[src/rtl/seq_pkg.sv]
// Shared encodings for the serial pattern transmitter and its matching detector.
package seq_pkg;

  localparam int unsigned STATE_W = 2;

  localparam logic [STATE_W-1:0] ST_IDLE = 2'd0;
  localparam logic [STATE_W-1:0] ST_SEND = 2'd1;
  localparam logic [STATE_W-1:0] ST_GAP  = 2'd2;
  localparam logic [STATE_W-1:0] ST_DONE = 2'd3;

  function automatic logic is_busy(input logic [STATE_W-1:0] st);
    return st != ST_IDLE;
  endfunction

endpackage

[src/rtl/seq_down_counter.sv]
// Loadable down counter with a registered zero flag; load wins over decrement.
module seq_down_counter #(
  parameter int unsigned W = 4
) (
  input  logic         clk,
  input  logic         reset,
  input  logic         load,
  input  logic [W-1:0] load_val,
  input  logic         dec,
  output logic         zero
);

  logic [W-1:0] count_q;
  logic [W-1:0] count_nxt;

  always_comb begin
    count_nxt = count_q;
    if (load) begin
      count_nxt = load_val;
    end else if (dec) begin
      count_nxt = count_q - W'(1);
    end
  end

  always_ff @(posedge clk or negedge reset) begin
    if (!reset) begin
      count_q <= '0;
      zero    <= 1'b1;
    end else begin
      count_q <= count_nxt;
      zero    <= (count_nxt == '0);
    end
  end

endmodule

[src/rtl/seq_pattern_tx.sv]
// Serial pattern burst transmitter: sends a latched frame MSB-first a number of
// times, with optional idle gaps between frames, then pulses done.
module seq_pattern_tx
  import seq_pkg::*;
#(
  parameter int unsigned PAT_W = 3,
  parameter int unsigned RPT_W = 4,
  parameter int unsigned GAP_W = 2
) (
  input  logic             clk,
  input  logic             reset,
  input  logic             start,
  input  logic [PAT_W-1:0] pattern,
  input  logic [RPT_W-1:0] repeat_cnt,
  input  logic [GAP_W-1:0] gap,
  input  logic             abort,
  output logic             seq_out,
  output logic             seq_valid,
  output logic             busy,
  output logic             done,
  output logic [1:0]       state_out
);

  localparam int unsigned BIT_W = (PAT_W > 2) ? $clog2(PAT_W) : 1;

  logic [STATE_W-1:0] state_q, state_nxt;
  logic [PAT_W-1:0]   pat_q, pat_nxt;
  logic [PAT_W-1:0]   sh_q, sh_nxt;
  logic [GAP_W-1:0]   gap_q, gap_nxt;

  logic             bit_load, bit_dec, bit_zero;
  logic             frm_load, frm_dec, frm_zero;
  logic [RPT_W-1:0] frm_load_val;
  logic             gap_load, gap_dec, gap_zero;
  logic [GAP_W-1:0] gap_load_val;

  // Counters hold "remaining after this one", so zero marks the final bit/frame/gap cycle.
  seq_down_counter #(.W(BIT_W)) u_bit_cnt (
    .clk      (clk),
    .reset    (reset),
    .load     (bit_load),
    .load_val (BIT_W'(PAT_W - 1)),
    .dec      (bit_dec),
    .zero     (bit_zero)
  );

  seq_down_counter #(.W(RPT_W)) u_frm_cnt (
    .clk      (clk),
    .reset    (reset),
    .load     (frm_load),
    .load_val (frm_load_val),
    .dec      (frm_dec),
    .zero     (frm_zero)
  );

  seq_down_counter #(.W(GAP_W)) u_gap_cnt (
    .clk      (clk),
    .reset    (reset),
    .load     (gap_load),
    .load_val (gap_load_val),
    .dec      (gap_dec),
    .zero     (gap_zero)
  );

  assign gap_load_val = gap_q - GAP_W'(1);
  assign state_out    = state_q;

  // Next-state, latch and counter control.
  always_comb begin
    state_nxt    = state_q;
    pat_nxt      = pat_q;
    gap_nxt      = gap_q;
    sh_nxt       = sh_q;
    bit_load     = 1'b0;
    bit_dec      = 1'b0;
    frm_load     = 1'b0;
    frm_dec      = 1'b0;
    frm_load_val = '0;
    gap_load     = 1'b0;
    gap_dec      = 1'b0;
    case (state_q)
      ST_IDLE: begin
        if (start && !abort) begin
          state_nxt    = ST_SEND;
          pat_nxt      = pattern;
          gap_nxt      = gap;
          sh_nxt       = pattern;
          bit_load     = 1'b1;
          frm_load     = 1'b1;
          frm_load_val = (repeat_cnt == '0) ? '0 : repeat_cnt - RPT_W'(1);
        end
      end
      ST_SEND: begin
        if (abort) begin
          state_nxt = ST_IDLE;
        end else if (!bit_zero) begin
          bit_dec = 1'b1;
          sh_nxt  = {sh_q[PAT_W-2:0], 1'b0};
        end else if (frm_zero) begin
          state_nxt = ST_DONE;
        end else begin
          frm_dec = 1'b1;
          if (gap_q == '0) begin
            bit_load = 1'b1;
            sh_nxt   = pat_q;
          end else begin
            state_nxt = ST_GAP;
            gap_load  = 1'b1;
          end
        end
      end
      ST_GAP: begin
        if (abort) begin
          state_nxt = ST_IDLE;
        end else if (gap_zero) begin
          state_nxt = ST_SEND;
          bit_load  = 1'b1;
          sh_nxt    = pat_q;
        end else begin
          gap_dec = 1'b1;
        end
      end
      default: begin
        state_nxt = ST_IDLE;
      end
    endcase
  end

  // State, latched burst parameters and registered Moore outputs.
  always_ff @(posedge clk or negedge reset) begin
    if (!reset) begin
      state_q   <= ST_IDLE;
      pat_q     <= '0;
      sh_q      <= '0;
      gap_q     <= '0;
      seq_out   <= 1'b0;
      seq_valid <= 1'b0;
      busy      <= 1'b0;
      done      <= 1'b0;
    end else begin
      state_q   <= state_nxt;
      pat_q     <= pat_nxt;
      sh_q      <= sh_nxt;
      gap_q     <= gap_nxt;
      seq_out   <= (state_nxt == ST_SEND) && sh_nxt[PAT_W-1];
      seq_valid <= (state_nxt == ST_SEND);
      busy      <= is_busy(state_nxt);
      done      <= (state_nxt == ST_DONE);
    end
  end

endmodule

[config.mk]
export PLATFORM = sky130hd
export DESIGN_NAME = seq_pattern_tx
export DESIGN_NICKNAME = d
export VERILOG_FILES = /design/src/rtl/seq_pkg.sv /design/src/rtl/seq_down_counter.sv /design/src/rtl/seq_pattern_tx.sv
export SDC_FILE = /design/constraint.sdc
export NUM_CORES = 1
export LEC_CHECK = 0
export CAP_MARGIN = 10
export CELL_PAD_IN_SITES_DETAIL_PLACEMENT = 1
export CELL_PAD_IN_SITES_GLOBAL_PLACEMENT = 1
export CORE_AREA = 2 2 61 63
export CTS_CLUSTER_DIAMETER = 30
export DETAILED_ROUTE_END_ITERATION = 10
export DIE_AREA = 0 0 63 65
export PLACE_DENSITY = 0.83
export SYNTH_ARGS = -nofsm -noshare
export SYNTH_HDL_FRONTEND = slang
export SYNTH_SLANG_ARGS = --single-unit
[constraint.sdc]
create_clock -name clk -period 2.2 [get_ports clk]
set_input_delay 0.44 -clock clk [delete_from_list [all_inputs] [get_ports clk]]
set_output_delay 0.44 -clock clk [all_outputs]
set_load 0.02 [all_outputs]
==> images/layer_met3.png <==
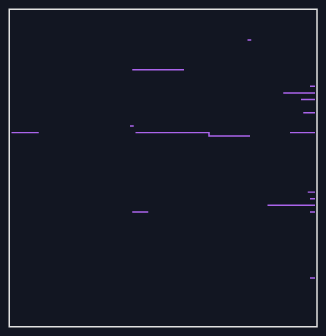
share of all routed wire	1.9%
nets with wire on the layer	13
main direction	horizontal
wire length on this layer	72.4 um
longest straight run	14.9 um

==> images/io_fan.png <==
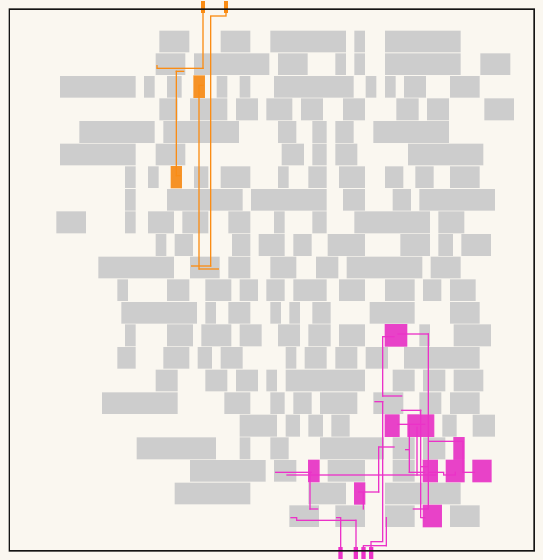
colour	port	direction	edge	end cells	buffers	wire
orange	gap	input	top	2	2	86.2 um
magenta	repeat_cnt	input	bottom	10	6	165 um

==> images/flops_by_reg.png <==
Other sequential cells in the stronger grey, the rest of the logic in the fainter grey.
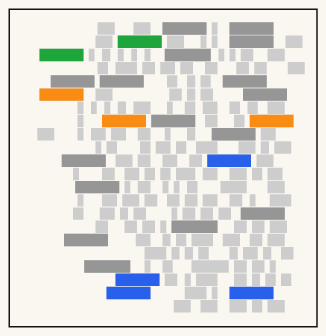
colour	signal	sequential cells
blue	u_frm_cnt.count_q	4
green	gap_q	2
orange	sh_q	3
not coloured	16

==> images/by_instance.png <==
Bar = 20 um. Other sequential cells in the stronger grey, the rest of the logic in the fainter grey.
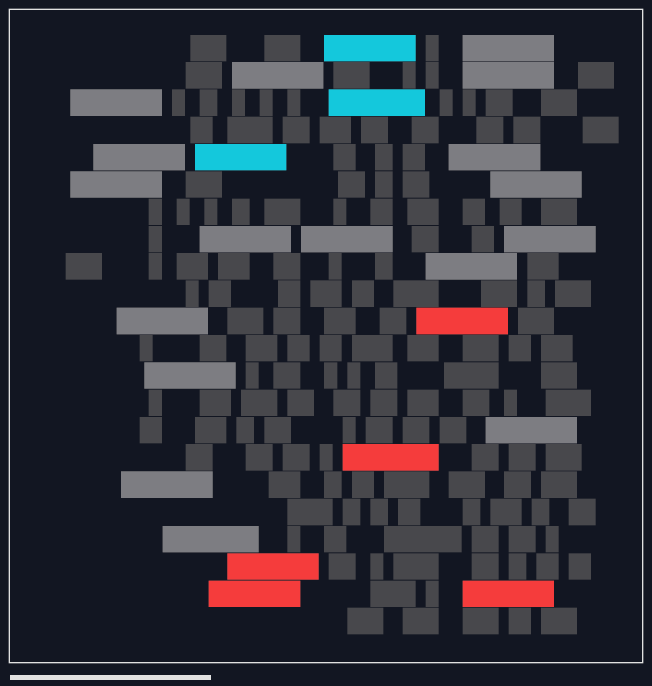
colour	scope	sequential cells
red	u_frm_cnt	5
cyan	u_gap_cnt	3

==> results.py <==
# Flow results
metrics = {
    "flow_run": {
        "cap_viol_max_count": 0,
        "warning_count": 27,
    },
    "clocking": {
        "htreeDepth": 1,
        "clock_path_buffers": 2,
        "holdBufCountCts": 0,
        "postCtsSetupBuffers": 0,
    },
    "placement": {
        "dpl.cell_count": 215,
        "dpl.hpwl_mm": 2.90,
        "place.gp.congestion": 0.794,
    },
    "cells_and_area": {
        "area_growth_syn_to_layout_pct": 25.1,
        "nNonClkBuffers": 35,
        "comb_cells": 96,
        "num-clock-buffers": 3,
        "n_all_inverters": 11,
        "final_nets": 189,
        "largest_class": "logic gates",
        "clk_share": 0.0171,
        "reg_top3": "u_frm_cnt.count_q x4, pat_q x3, sh_q x3",
    },
    "drt": {
        "wl_met3_um": 72,
        "drtAntennaViolNets": 0,
        "dr.pass1.iters": 4,
        "routed_wl_mm": 3.74,
        "wl_met2_mm": 2.07,
    },
    "logic_synthesis": {
        "synth.most_common_cell": "dfrtp_1",
        "syn-instance-count": 138,
        "synthDistinctLibCells": 45,
        "ys_seq_share": 0.448,
        "top_area_cell": "dfrtp_1",
        "synth_top_area_share": 0.391,
        "ys_top_cells_by_count": "dfrtp_1 (22), nand2_1 (12), inv_1 (11), nor2b_1 (8)",
        "synthArstFlopShare": 1.00,
        "synth_area_um2": 1410,
    },
    "power_and_ir_drop": {
        "power.density_nw_per_um2": 927,
        "power.switching_uw": 629,
        "comb-power_uw": 641,
        "p_comb_frac": 0.393,
        "p_int_uw": 1000,
        "p_leak_uw": 0.000766,
        "switching_share": 0.385,
        "maxPowerGroup": "sequential cells",
        "sequentialPowerShare": 0.468,
    },
    "global_routing": {
        "grt_pass1_wl_mm": 6.42,
        "grt_pass1_vias": 1334,
        "grt_max_degree": 26,
        "grt_overflow_total": 0,
        "grtUsageMet3": 0.0365,
    },
    "worst_setup_path": {
        "r2r-end": "u_frm_cnt.zero",
        "slowest_stage": "clkdlybuf4s50_1",
        "cp-start-kind": "flop",
        "cp_slowest_stage_delay_ps": 680,
        "crit_path_max_fanout": 12,
        "ff2ff_setup_slack_ps": 210,
        "cp.arrival_ps": 1630,
    },
    "floorplan": {
        "n_tap_cell": 48,
        "num_rows": 22,
        "coreArea_um2": 3500,
        "die_area_um2": 4100,
    },
    "sta": {
        "period_needed_ps": 2070,
        "rsz0062_at_grt": "false",
        "finClkSkew_ps": 8.35,
        "slew_headroom": 0.685,
        "worst_slew_pin_slew_ps": 470,
        "setup_ws_ps": 129,
    },
    "run_status": {
        "status": "finished clean",
    },
    "min_path": {
        "hold-path-endpoint": "u_bit_cnt.zero",
    },
}
